run_1/cell_density.png
Bar = 50 microns. 17 x 17 tiles, from black (low) to pale yellow (high), 0 to 100% covered.
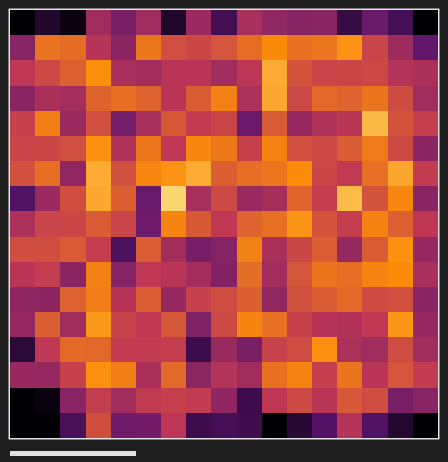
run_1/metal_density.png
Bar = 50 microns. 34 x 34 tiles, from black (low) to pale yellow (high), scaled to the fullest tile. Values are wire area over tile area, all layers added.
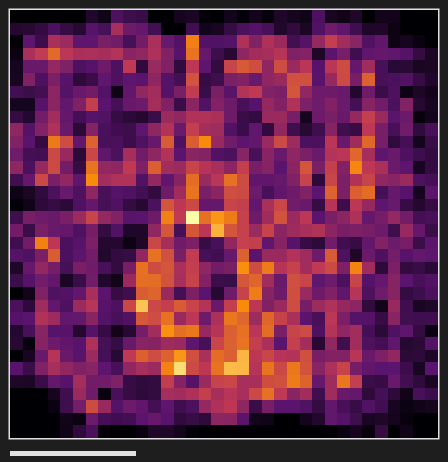
run_1/layer_met2.png
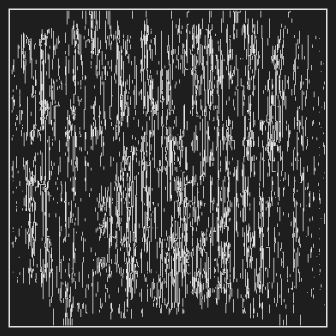
==> config.mk <==
export PLATFORM = sky130hd
export DESIGN_NAME = div_unit
export DESIGN_NICKNAME = d
export VERILOG_FILES = /design/src/rtl/div_unit.sv
export SDC_FILE = /design/constraint.sdc
export NUM_CORES = 1
export LEC_CHECK = 0
export CAP_MARGIN = 25
export CORE_MARGIN = 1
export CORE_UTILIZATION = 45
export CTS_CLUSTER_SIZE = 16
export DETAILED_ROUTE_END_ITERATION = 12
export PLACE_DENSITY_LB_ADDON = 0.05
export SLEW_MARGIN = 25
export SYNTH_ARGS = -nofsm -noshare
export SYNTH_HDL_FRONTEND = slang
export SYNTH_SLANG_ARGS = --single-unit
==> constraint.sdc <==
create_clock -name clk -period 7.05 [get_ports clk]
set_input_delay 1.0575 -clock clk [delete_from_list [all_inputs] [get_ports clk]]
set_output_delay 1.0575 -clock clk [all_outputs]
set_load 0.03 [all_outputs]
==> results.cfg, run 1 <==
; physical design summary
[run_status]
outcome = finished clean

[synth]
synth_top_area_share_pct = 40.3
ys.flops = 203
synth_chip_area_sq_mm = 0.0126
syn_avg_cell_area_sq_um = 8.28
ys_sh_adder_pct = 4.23
edf_count = 0
synthXorXnorAreaFrac_pct = 10.3
top_area_cell = dfrtp_1
top_logic_kind = AND-OR/OR-AND gates
yosysMostFrequentCell = nand2_1
ys_cells = 1523
simple_gate_area_share_pct = 20.0
syn-num-nets = 1638
top_cells_by_area = dfrtp_1 (40%), nand2_1 (9.1%), o21ai_0 (7.0%)
ys_seq_share_pct = 40.3
synthesis.instances = 1523
synth_top_flop_cell = dfrtp_1

[critical_path]
cp_cell_sequence = clkdlybuf4s50_1, or4b_1, or3b_1, a21oi_4, buf_4, o21ai_0, o21ai_0
worstPathArrival_ps = 4460
critPathLaunchType = input pin
crit_type = input pin to register
worstPathMaxFanout = 51

[drt]
wl_met1_microns = 15800
drtAntennaViolNets = 0
wl_per_cell_microns = 15.3
detail_route.vias_per_cell = 5.44
route.met2.wl_microns = 12900
drtIter0Drc = 676
drc = 0
drtPass1Iterations = 5
top_layer = met4

[global_route]
grt_use_met3_pct = 2.47
grt_util_met1_pct = 34.1
grt_start_max_net_pins = 140
antenna_found_initial = 0
grt_pass1_wl_microns = 51700
overflow = 0
grt_pass1_vias = 10100

[final_timing]
hold_ws_ps = 473
setup_tns_ps = 0
rsz0062_at_grt = no
worst_slack_ps = 3010
post-route-min-period_ps = 4040
slew_viol_final = 0
worst_slew_pin_slew_ps = 845
finalSetupViolCount = 0
relSlewSlack_pct = 43.7

[clocking]
insertion_delay_ps = 520
postCtsHoldBufs = 0
clock_path_buffers = 3
cts-root-buf = clkbuf_16
clock-sinks = 203
cts_buffers = 23
cts_setup_buffers = 0
clk_transition_reported_paths_ps = 60

[layout]
sh_comb_area_pct = 46.8
num-nets-final = 1724
largestClassByArea = logic gates
logic_gates = 1174
largest_reg_flops = 64
final_cells = 1995
final_area_sq_mm = 0.0150
flop_area_sq_mm = 0.00508
n_clock_buffer = 32

[power_and_ir_drop]
power_density_mw_per_mm2 = 382
comb_power_share_pct = 49.4
leakage_uw = 0.00631
seq-power_uw = 1760
p_int_uw = 3160
power_leader = combinational cells

[min_path]
hp-class = register to register
whs_path_depth = 2

[floorplan]
die_y_microns = 169

[flow_run]
warning_count = 31

[placed_design]
place_congestion = 0.864
Notes on cell_density.png above:
nearly empty tiles	2.4%
fullest tile	91%
tiles over 75% full	6.6%
mean over tiles	51%
starting density of the core: 46.3%
Core Util, Final: 54.9%
Core Area: 0.0273 sq mm

Notes on metal_density.png above:
tiles over half the peak	15%
mean over tiles	0.17
nearly empty tiles	5.4%
fullest tile	0.55
Total Wirelength: 30500 microns
GRT Resource Usage Total: 21.8%

Notes on layer_met2.png above:
wire length on this layer	12900 microns
longest straight run	50.3 microns
nets with wire on the layer	1290
main direction	vertical
share of all routed wire	42%
met2 Use GR: 32.6%
via count: 10800

==> run 2, diff against run 1 <==
==> constraint.sdc (replaced) <==
create_clock -name clk -period 3.39 [get_ports clk]
set_input_delay 0.5085 -clock clk [delete_from_list [all_inputs] [get_ports clk]]
set_output_delay 0.5085 -clock clk [all_outputs]
set_load 0.03 [all_outputs]
==> run 2 against run 1 <==
Sequential cell count did not move. Routed wire length grew 4.3%. Critical endpoint is now r_rem[29]. Sequential power grew 98%. Critical path type is now register to register. Final cell count increased by 3.8%. Total power rose by 130%. Worst setup slack got worse by 2800 ps. Via count increased by 1.5%. Synthesized cell count did not move. Highest routed layer unchanged. Sequential share of layout area decreased by 1.6 points. Largest power group unchanged. Clock skew up 3.0 ps. Count of clock-buffer cells in the layout down 2.
==> results.cfg, run 2 <==
; physical design summary
[clocking]
cts_resized = 0
postCtsHoldBufs = 0
cts_buffers = 24
clock-sinks = 203
cts-root-buf = clkbuf_16
clk_transition_reported_paths_ps = 60
cts_setup_buffers = 0
htree_num_levels = 1
clock_path_buffers = 3
insertion_delay_ps = 530
cts_tree = yes

[final_timing]
relSlewSlack_pct = 30.8
finalHoldViolations = 0
post-route-period-util_pct = 93.4
clock-skew-final_ps = 22.1
slew_viol_final = 0
setup_tns_ps = 0
hold_ws_ps = 475
worst_slew_pin_slew_ps = 1040
fmax_ghz = 0.316
post-route-min-period_ps = 3170
finalSetupViolCount = 0
worst_slack_ps = 224
rsz0062_at_grt = no

[layout]
mi_logic_area_sq_mm = 0.00699
drive_above_1_share_pct = 8.72
num-nets-final = 1795
nFillCells = 2531
final_cells = 2070
lay_top_cells = nand2_1 (307), dfrtp_1 (203), o21ai_0 (176)
antennaDiodeCount = 0
clock_area_share_pct = 5.66
buffers = 215
final_area_sq_mm = 0.0157
largest_reg_flops = 64
largestClassByArea = logic gates
buffer_area_share_pct = 12.9
seq_cells = 203
sh_seq_area_pct = 32.4
n_clock_buffer = 30
flop_area_sq_mm = 0.00508
final_util_pct = 57.5
area_growth_pct = 24.3
sh_comb_area_pct = 44.6
nNonClkInverters = 62
logic_gates = 1174
final_common_cell = nand2_1

[global_route]
overflow = 0
grt-busiest-layer = met1
grt_start_max_net_pins = 104
grt_pass1_vias = 10300
grt_pass1_wl_microns = 53100
antenna_found_initial = 0

[floorplan]
dieWidth_microns = 169
ios = 139
fp_util_pct = 46.3
core-area_sq_mm = 0.0273
die_area_sq_mm = 0.0287
taps = 372
fp-row-count = 60
die_y_microns = 169

[power_and_ir_drop]
seq-power_uw = 3480
pg_clk_uw = 2850
p_sw_share_pct = 42.8
power_leader = combinational cells
p_int_uw = 7380
p_sw_uw = 5520
p_comb_uw = 6570
leakage_uw = 0.00674
seqPwrFrac_pct = 27.0
p_total_uw = 12900
pwr-share-clk_pct = 22.1
comb_power_share_pct = 50.9
power_density_mw_per_mm2 = 823
peakVddDrop_mv = 0.545

[critical_path]
cp_num_buf_inv = 2
worstPathArrival_ps = 3590
critPathLaunchType = register
worstPathMaxFanout = 20
cp_num_cells = 13
cp_cell_sequence = inv_1, ha_1, fa_1, nor2b_1, o2111ai_1, nand2_1, a211oi_1, o21ai_1, a21oi_1, mux2_2, or2_2, buf_12, o211ai_1
crit_required_ps = 3810
crit_type = register to register
regToRegSetupSlack_ps = 220
crit_family = AND-OR/OR-AND gates
slowest_stage = or2_2
cp-end-kind = register
cpPeakStageDelay_ps = 420
reg2regPathDepth = 13

[min_path]
whs_path_depth = 2
hp-class = register to register

[synth]
mux_share_pct = 0.566
synthesis.instances = 1523
synthesis.area_sq_mm = 0.0126
edf_count = 0
top_area_cell = dfrtp_1
synthAoiAreaFrac_pct = 20.2
synthXorXnorAreaFrac_pct = 10.3
synth_top_flop_cell = dfrtp_1
yosysWarningCount = 0
synth_chip_area_sq_mm = 0.0126
top_logic_kind = AND-OR/OR-AND gates
yosysMostFrequentCell = nand2_1
async_flop_share_pct = 100
syn_avg_cell_area_sq_um = 8.28
simple_gate_area_share_pct = 20.0
top_cells_by_count = nand2_1 (307), dfrtp_1 (203), o21ai_0 (176), a21oi_1 (94), xor2_1 (90)
syn-num-nets = 1638
ys_cells = 1523
ys_types = 70
synth_top_area_share_pct = 40.3
ys_seq_share_pct = 40.3
ys.flops = 203
top_cells_by_area = dfrtp_1 (40%), nand2_1 (9.1%), o21ai_0 (7.0%)
ys_sh_adder_pct = 4.23

[drt]
top_layer = met4
wl_met1_microns = 16800
route.met2.wl_microns = 13200
drtPass1Iterations = 5
drtAntennaViolNets = 0
drc = 0
drtIter0Drc = 753
detail_route.vias_per_cell = 5.32
wl_met3_microns = 1540

[placed_design]
place_inst = 2026
place_area_sq_mm = 0.0148
dp_hpwl_microns = 23700
place_congestion = 0.887
pre_cts_ws_ps = 92.7
port_buffers = 138

[flow_run]
maxCapViolCount = 0
warning_count = 31

[run_status]
outcome = finished clean
run_2/congestion.png
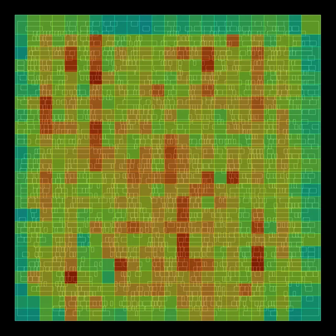
post-DR wirelength/cell: 15.4 microns
GR Util met3: 2.61%
grt met1 use: 35.9%
GRT Resource Usage Total: 22.6%
met2 Use GR: 33.2%

run_2/layer_met1.png
Bar = 50 microns.
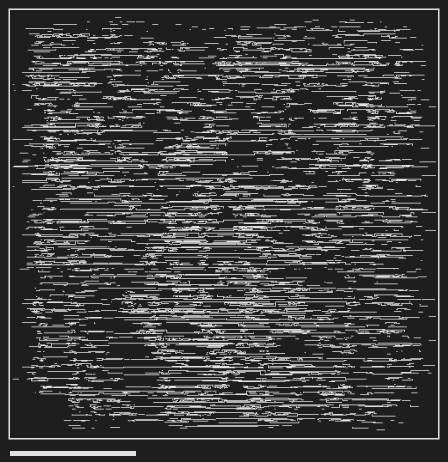
wire length on this layer	16800 microns
share of all routed wire	53%
nets with wire on the layer	1614
longest straight run	49.2 microns
via count: 11000
Total Wirelength: 31800 microns

Power figures rest on the tool's default switching activity, not on a simulated workload.
